$ cat src/rtl/debounce_defs.sv
// Shared state encodings and default sizing for the debounce_edge block.
package debounce_defs;

  localparam int unsigned DEF_CNT_W         = 16;
  localparam int unsigned DEF_STABLE_CYCLES = 4;

  localparam logic [1:0] ST_IDLE_LO = 2'b00;
  localparam logic [1:0] ST_CHK_HI  = 2'b01;
  localparam logic [1:0] ST_IDLE_HI = 2'b10;
  localparam logic [1:0] ST_CHK_LO  = 2'b11;

  typedef enum logic [1:0] {
    IDLE_LO = ST_IDLE_LO,
    CHK_HI  = ST_CHK_HI,
    IDLE_HI = ST_IDLE_HI,
    CHK_LO  = ST_CHK_LO
  } state_t;

endpackage

$ cat src/rtl/sync_chain.sv
// Single-bit flop shift chain of DEPTH stages for metastability settling.
module sync_chain #(
  parameter int unsigned DEPTH = 2
) (
  input  logic clk,
  input  logic rst_n,
  input  logic d,
  output logic q
);

  logic [DEPTH-1:0] ff;

  always_ff @(posedge clk) begin
    if (!rst_n) begin
      ff <= '0;
    end else begin
      ff[0] <= d;
      for (int i = 1; i < int'(DEPTH); i++) begin
        ff[i] <= ff[i-1];
      end
    end
  end

  assign q = ff[DEPTH-1];

endmodule

$ cat src/rtl/debounce_edge.sv
// Glitch-rejecting debouncer with registered level and one-cycle rise/fall pulses.
// Define DEBOUNCE_SYNC_EN to insert a 2-stage synchronizer on din (din may then be async).
module debounce_edge
  import debounce_defs::*;
#(
  parameter int unsigned CNT_W         = DEF_CNT_W,
  parameter int unsigned STABLE_CYCLES = DEF_STABLE_CYCLES
) (
  input  logic clk,
  input  logic rst_n,
  input  logic din,
  input  logic en,
  output logic level,
  output logic rise,
  output logic fall,
  output logic busy
);

  localparam logic [CNT_W-1:0] LAST   = CNT_W'(STABLE_CYCLES - 1);
  localparam bit               SINGLE = (STABLE_CYCLES == 1);

  state_t           state, state_d;
  logic [CNT_W-1:0] cnt, cnt_d;
  logic             level_d, rise_d, fall_d, busy_d;
  logic             sample;

`ifdef DEBOUNCE_SYNC_EN
  sync_chain #(
    .DEPTH (2)
  ) u_sync (
    .clk   (clk),
    .rst_n (rst_n),
    .d     (din),
    .q     (sample)
  );
`else
  assign sample = din;
`endif

  // Next-state, counter and output decode; en=0 holds everything and suppresses pulses.
  always_comb begin
    state_d = state;
    cnt_d   = cnt;
    level_d = level;
    rise_d  = 1'b0;
    fall_d  = 1'b0;
    if (en) begin
      unique case (state)
        IDLE_LO: begin
          if (sample) begin
            if (SINGLE) begin
              state_d = IDLE_HI;
              level_d = 1'b1;
              rise_d  = 1'b1;
            end else begin
              state_d = CHK_HI;
              cnt_d   = CNT_W'(1);
            end
          end
        end
        CHK_HI: begin
          if (!sample) begin
            state_d = IDLE_LO;
            cnt_d   = '0;
          end else if (cnt == LAST) begin
            state_d = IDLE_HI;
            cnt_d   = '0;
            level_d = 1'b1;
            rise_d  = 1'b1;
          end else begin
            cnt_d = cnt + CNT_W'(1);
          end
        end
        IDLE_HI: begin
          if (!sample) begin
            if (SINGLE) begin
              state_d = IDLE_LO;
              level_d = 1'b0;
              fall_d  = 1'b1;
            end else begin
              state_d = CHK_LO;
              cnt_d   = CNT_W'(1);
            end
          end
        end
        CHK_LO: begin
          if (sample) begin
            state_d = IDLE_HI;
            cnt_d   = '0;
          end else if (cnt == LAST) begin
            state_d = IDLE_LO;
            cnt_d   = '0;
            level_d = 1'b0;
            fall_d  = 1'b1;
          end else begin
            cnt_d = cnt + CNT_W'(1);
          end
        end
        default: begin
          state_d = IDLE_LO;
          cnt_d   = '0;
        end
      endcase
    end
    busy_d = (state_d == CHK_HI) || (state_d == CHK_LO);
  end

  always_ff @(posedge clk) begin
    if (!rst_n) begin
      state <= IDLE_LO;
      cnt   <= '0;
      level <= 1'b0;
      rise  <= 1'b0;
      fall  <= 1'b0;
      busy  <= 1'b0;
    end else begin
      state <= state_d;
      cnt   <= cnt_d;
      level <= level_d;
      rise  <= rise_d;
      fall  <= fall_d;
      busy  <= busy_d;
    end
  end

endmodule

$ cat config.mk
export PLATFORM = sky130hd
export DESIGN_NAME = debounce_edge
export DESIGN_NICKNAME = d
export VERILOG_FILES = /design/src/rtl/debounce_defs.sv /design/src/rtl/sync_chain.sv /design/src/rtl/debounce_edge.sv
export SDC_FILE = /design/constraint.sdc
export NUM_CORES = 1
export LEC_CHECK = 0
export CORE_AREA = 8 8 60 62
export DETAILED_ROUTE_END_ITERATION = 16
export DIE_AREA = 0 0 68 70
export GPL_TIMING_DRIVEN = 0
export PLACE_DENSITY = 0.71
export REMOVE_ABC_BUFFERS = 1
export SLEW_MARGIN = 20
export SYNTH_ARGS = -nofsm -noshare
export SYNTH_HDL_FRONTEND = slang
export SYNTH_HIERARCHICAL = 1
export SYNTH_SLANG_ARGS = --single-unit
$ cat constraint.sdc
create_clock -name clk -period 2.1 [get_ports clk]
set_input_delay 0.525 -clock clk [delete_from_list [all_inputs] [get_ports clk]]
set_output_delay 0.525 -clock clk [all_outputs]
set_load 0.01 [all_outputs]
Figure 1. Logic cells by family (run 1).
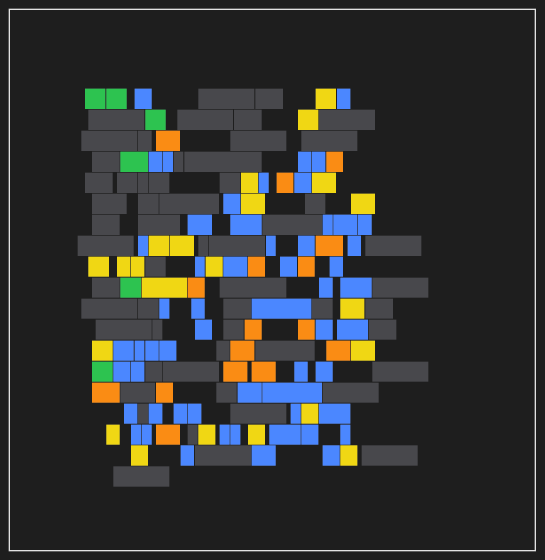
[orange] AND and OR gates | cells: 16 | most used: and4_1
[green] AND-OR and OR-AND gates | cells: 6 | most used: o21a_1
[yellow] inverting AOI/OAI gates | cells: 22 | most used: a31oi_1
[blue] NAND gates | cells: 56 | most used: nand3_1
logic share of the area: 0.585
non-filler instance count after layout: 187

Figure 2. Sizing map (run 1).
The bar under the picture is 20 µm long.
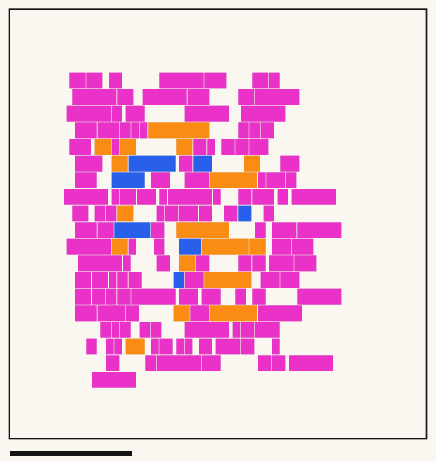
[orange] drive 3 to 4 | cells: 17 | share: 11%
[blue] drive 2 | cells: 7 | share: 4.5%
[magenta] drive 1 or less | cells: 132 | share: 85%
Area Overhead vs Synth: 11.5%
Non-CTS buffers: 13
post-route cell area: 1500 µm²
worst setup margin: 118 ps

Figure 3. Cell classes on the final placement (run 1).
Fill, decap, tap and diode cells in gray.
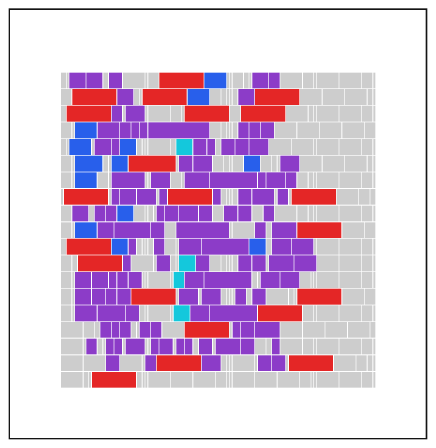
[purple] all other logic | cells: 118
[blue] other buffers and delay cells | cells: 13
[red] flip-flops | cells: 21
[cyan] clock drivers and dummy loads | cells: 4
Final Util: 0.562
Seq/total area: 0.282
core area: 2660 µm²

==> run notes, run 1 <==
impl run done, here's what came out: Min Hold Slack 517 ps, initial antenna violation count 0, outcome complete, no violations, grt peak-use layer met2, Cell Count Post-Placement 177, startpoint types input port, die area 4760 µm², Setup crit start din, Period minus WS final 1980 ps, CTS sink count 21, Chip Area, Yosys 1340 µm², Die X 68 µm, placed cell area 1390 µm², Post-Synth Simple-Gate Area 0.443, part of the power in registers 0.604, Synth Cell Area 1340 µm², aoi/oai-family share of the synthesized area 0.158, htree depth 1, main flop type dfxtp_1, CP cell instances clkdlybuf4s50_1 -> xor2_4 -> and3_1 -> and4b_1 -> o21a_1, Synth Area in XOR/XNOR 0.00652, fraction of registers with async set/reset 0
==> run 1 -> run 2 <==
SLEW_MARGIN = not set   (was 20)
Figure 4. Logic cells by family (run 2).
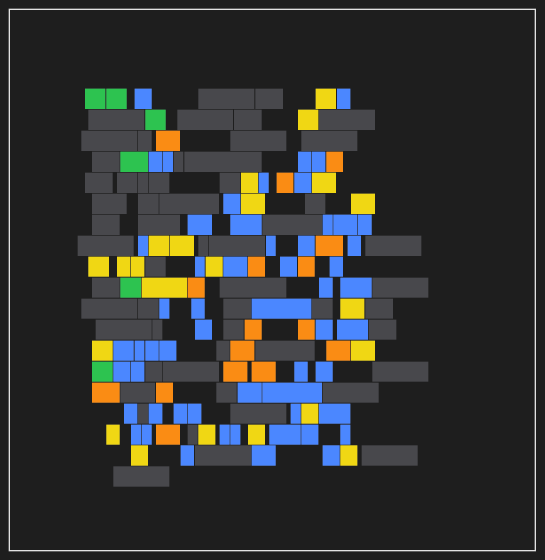
most frequent logic cell in the layout: dfxtp_1

Figure 5. Clock wiring as the flow saved it (run 2).
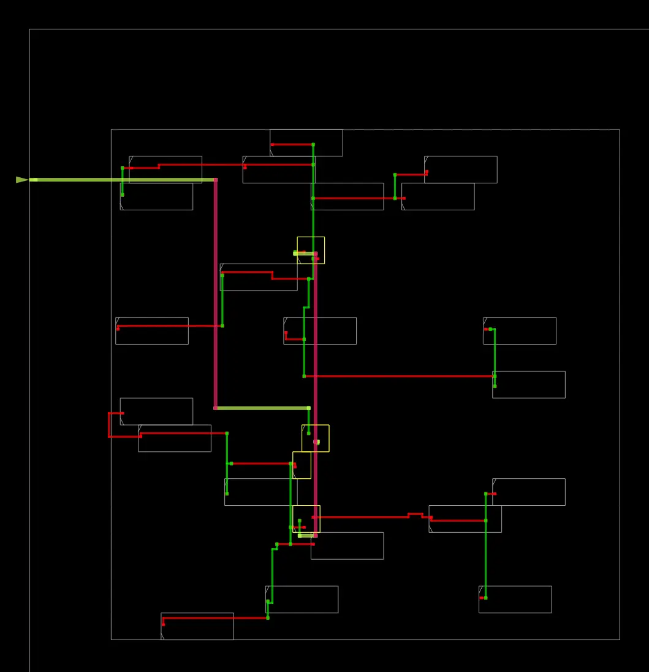
Num CTS Buffers: 3
Clk. pwr: 0.208 mW
seq_cells: 21
CTS sink count: 21

==> run 2 against run 1 <==
Power is the same. First-iteration DRC count did not move. Sequential power hardly changed.
==> run notes, run 2 <==
impl run done, here's what came out: core area 2660 µm², logic share of the area 0.585, CP delay by family, top simple AND/OR/NAND/NOR gates, main flop type dfxtp_1, part of the power in registers 0.604, Seq/total area 0.282, Clock-cell share 0.0184, fmax 0.505 GHz, Synth Cell Area 1340 µm², grt peak-use layer met2, Hold Crit Class flip-flop to flip-flop, worst reg2reg endpoint level$_SDFFE_PN0P_, Period minus WS final 1980 ps, outcome complete, no violations, post-DR vias/cell 6.75, initial antenna violation count 0, hold path startpoint level$_SDFFE_PN0P_, CP cell instances clkdlybuf4s50_1 -> xor2_4 -> and3_1 -> and4b_1 -> o21a_1, Setup WS pre-CTS -504 ps, met1 wire length 1420 µm, Final Util 0.562, Cell Count Post-Placement 177, Max power group sequential cells, worst setup margin 118 ps, htree depth 1, die area 4760 µm², Min Hold Slack 517 ps, Synth Area in XOR/XNOR 0.00652, Area Overhead vs Synth 11.5%, Inverters 3, GR Overflow Total 0, post-route cell area 1500 µm², Setup crit start din, placed cell area 1390 µm², vias in the first global route 1,158, Non-CTS buffers 13, Chip Area, Yosys 1340 µm², non-filler instance count after layout 187, Syn. warnings 6, fraction of registers with async set/reset 0, startpoint types input port, Post-Synth Simple-Gate Area 0.443, seq pwr 0.408 mW, Avg Cell Area, Syn 8.95 µm², Die X 68 µm, endpoints failing setup 0
Figure 6. Clock network drawn from the DEF (run 2).
The bar under the picture is 20 µm long.
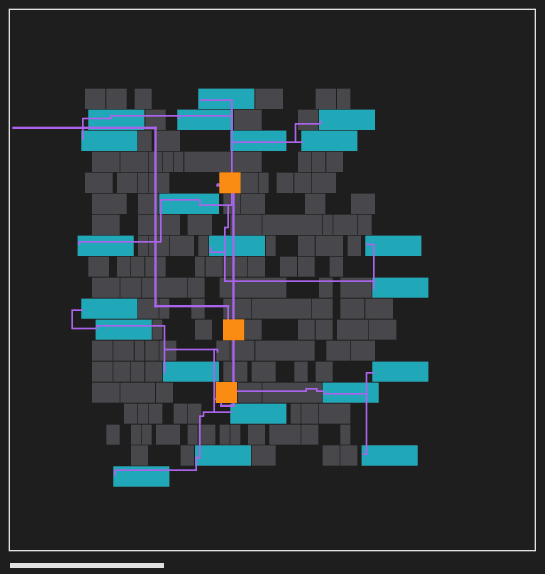

==> run 2 -> run 3 <==
--- a/config.mk
+++ b/config.mk
@@ -7,7 +7,8 @@
 export LEC_CHECK = 0
-export CORE_AREA = 8 8 60 62
+export CORE_AREA = 8 8 46 85
 export DETAILED_ROUTE_END_ITERATION = 16
-export DIE_AREA = 0 0 68 70
+export DIE_AREA = 0 0 54 93
 export GPL_TIMING_DRIVEN = 0
-export PLACE_DENSITY = 0.71
+export HOLD_SLACK_MARGIN = 0.15
+export PLACE_DENSITY = 0.67
 export REMOVE_ABC_BUFFERS = 1
--- a/constraint.sdc
+++ b/constraint.sdc
@@ -3,2 +3,2 @@
 set_output_delay 0.525 -clock clk [all_outputs]
-set_load 0.01 [all_outputs]
+set_load 0.1 [all_outputs]
Figure 7. Clock network drawn from the DEF (run 3).
The bar under the picture is 20 µm long.
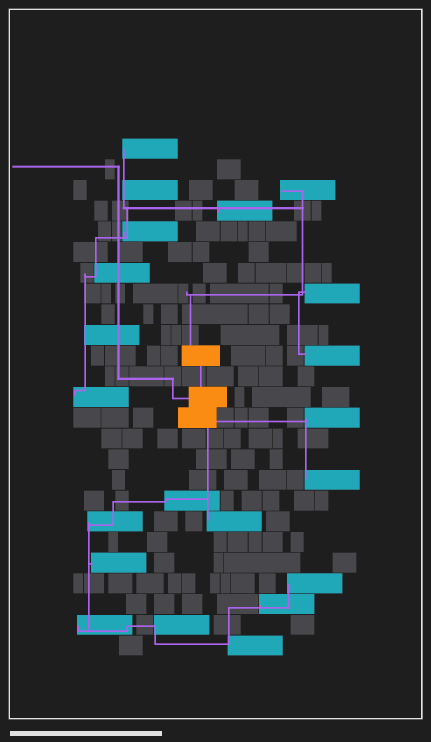
[cyan] flip-flops | count: 21
[orange] cells driving clock nets | count: 3
[purple] clock wires | length: 294 µm
routed clock nets: 4
Final Skew: 5.84 ps
Clk. pwr: 0.268 mW
clock group share of total power: 0.363
clk latency late pin: 260 ps

==> run 3 against run 2 <==
Critical path type is now flip-flop to primary output. Largest cell class unchanged. Cell area up 0.92%. Fmax up 0.43%. First-iteration DRC count down 21%. Highest routed layer unchanged. Critical endpoint is now level.
==> run notes, run 3 <==
impl run done, here's what came out: seq pwr 0.408 mW, Max power group sequential cells, Setup crit start level$_SDFFE_PN0P_, Die X 54 µm, initial antenna violation count 0, hold path startpoint level$_SDFFE_PN0P_, Hold Crit Class flip-flop to flip-flop, Cell Count Post-Placement 176, Syn. warnings 6, Inverters 3, Setup WS pre-CTS -612 ps, Synth Area in XOR/XNOR 0.00652, aoi/oai-family share of the synthesized area 0.158, Avg Cell Area, Syn 8.95 µm², CTS sink count 21, placed cell area 1390 µm², fmax 0.507 GHz, Chip Area, Yosys 1340 µm², outcome complete, no violations, seq_cells 21
Figure 8. Sizing map (run 3).
The bar under the picture is 20 µm long.
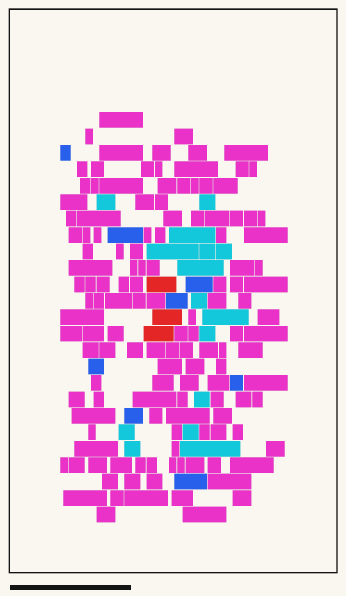
[magenta] drive 1 or less | cells: 132 | share: 84%
[red] drive 6 and up | cells: 3 | share: 1.9%
[cyan] drive 3 to 4 | cells: 15 | share: 9.5%
[blue] drive 2 | cells: 8 | share: 5.1%
worst setup margin: 127 ps
Area Overhead vs Synth: 12.5%
Non-CTS buffers: 15
post-route cell area: 1510 µm²

No activity file was given, so power comes from the tool's default toggle rates.
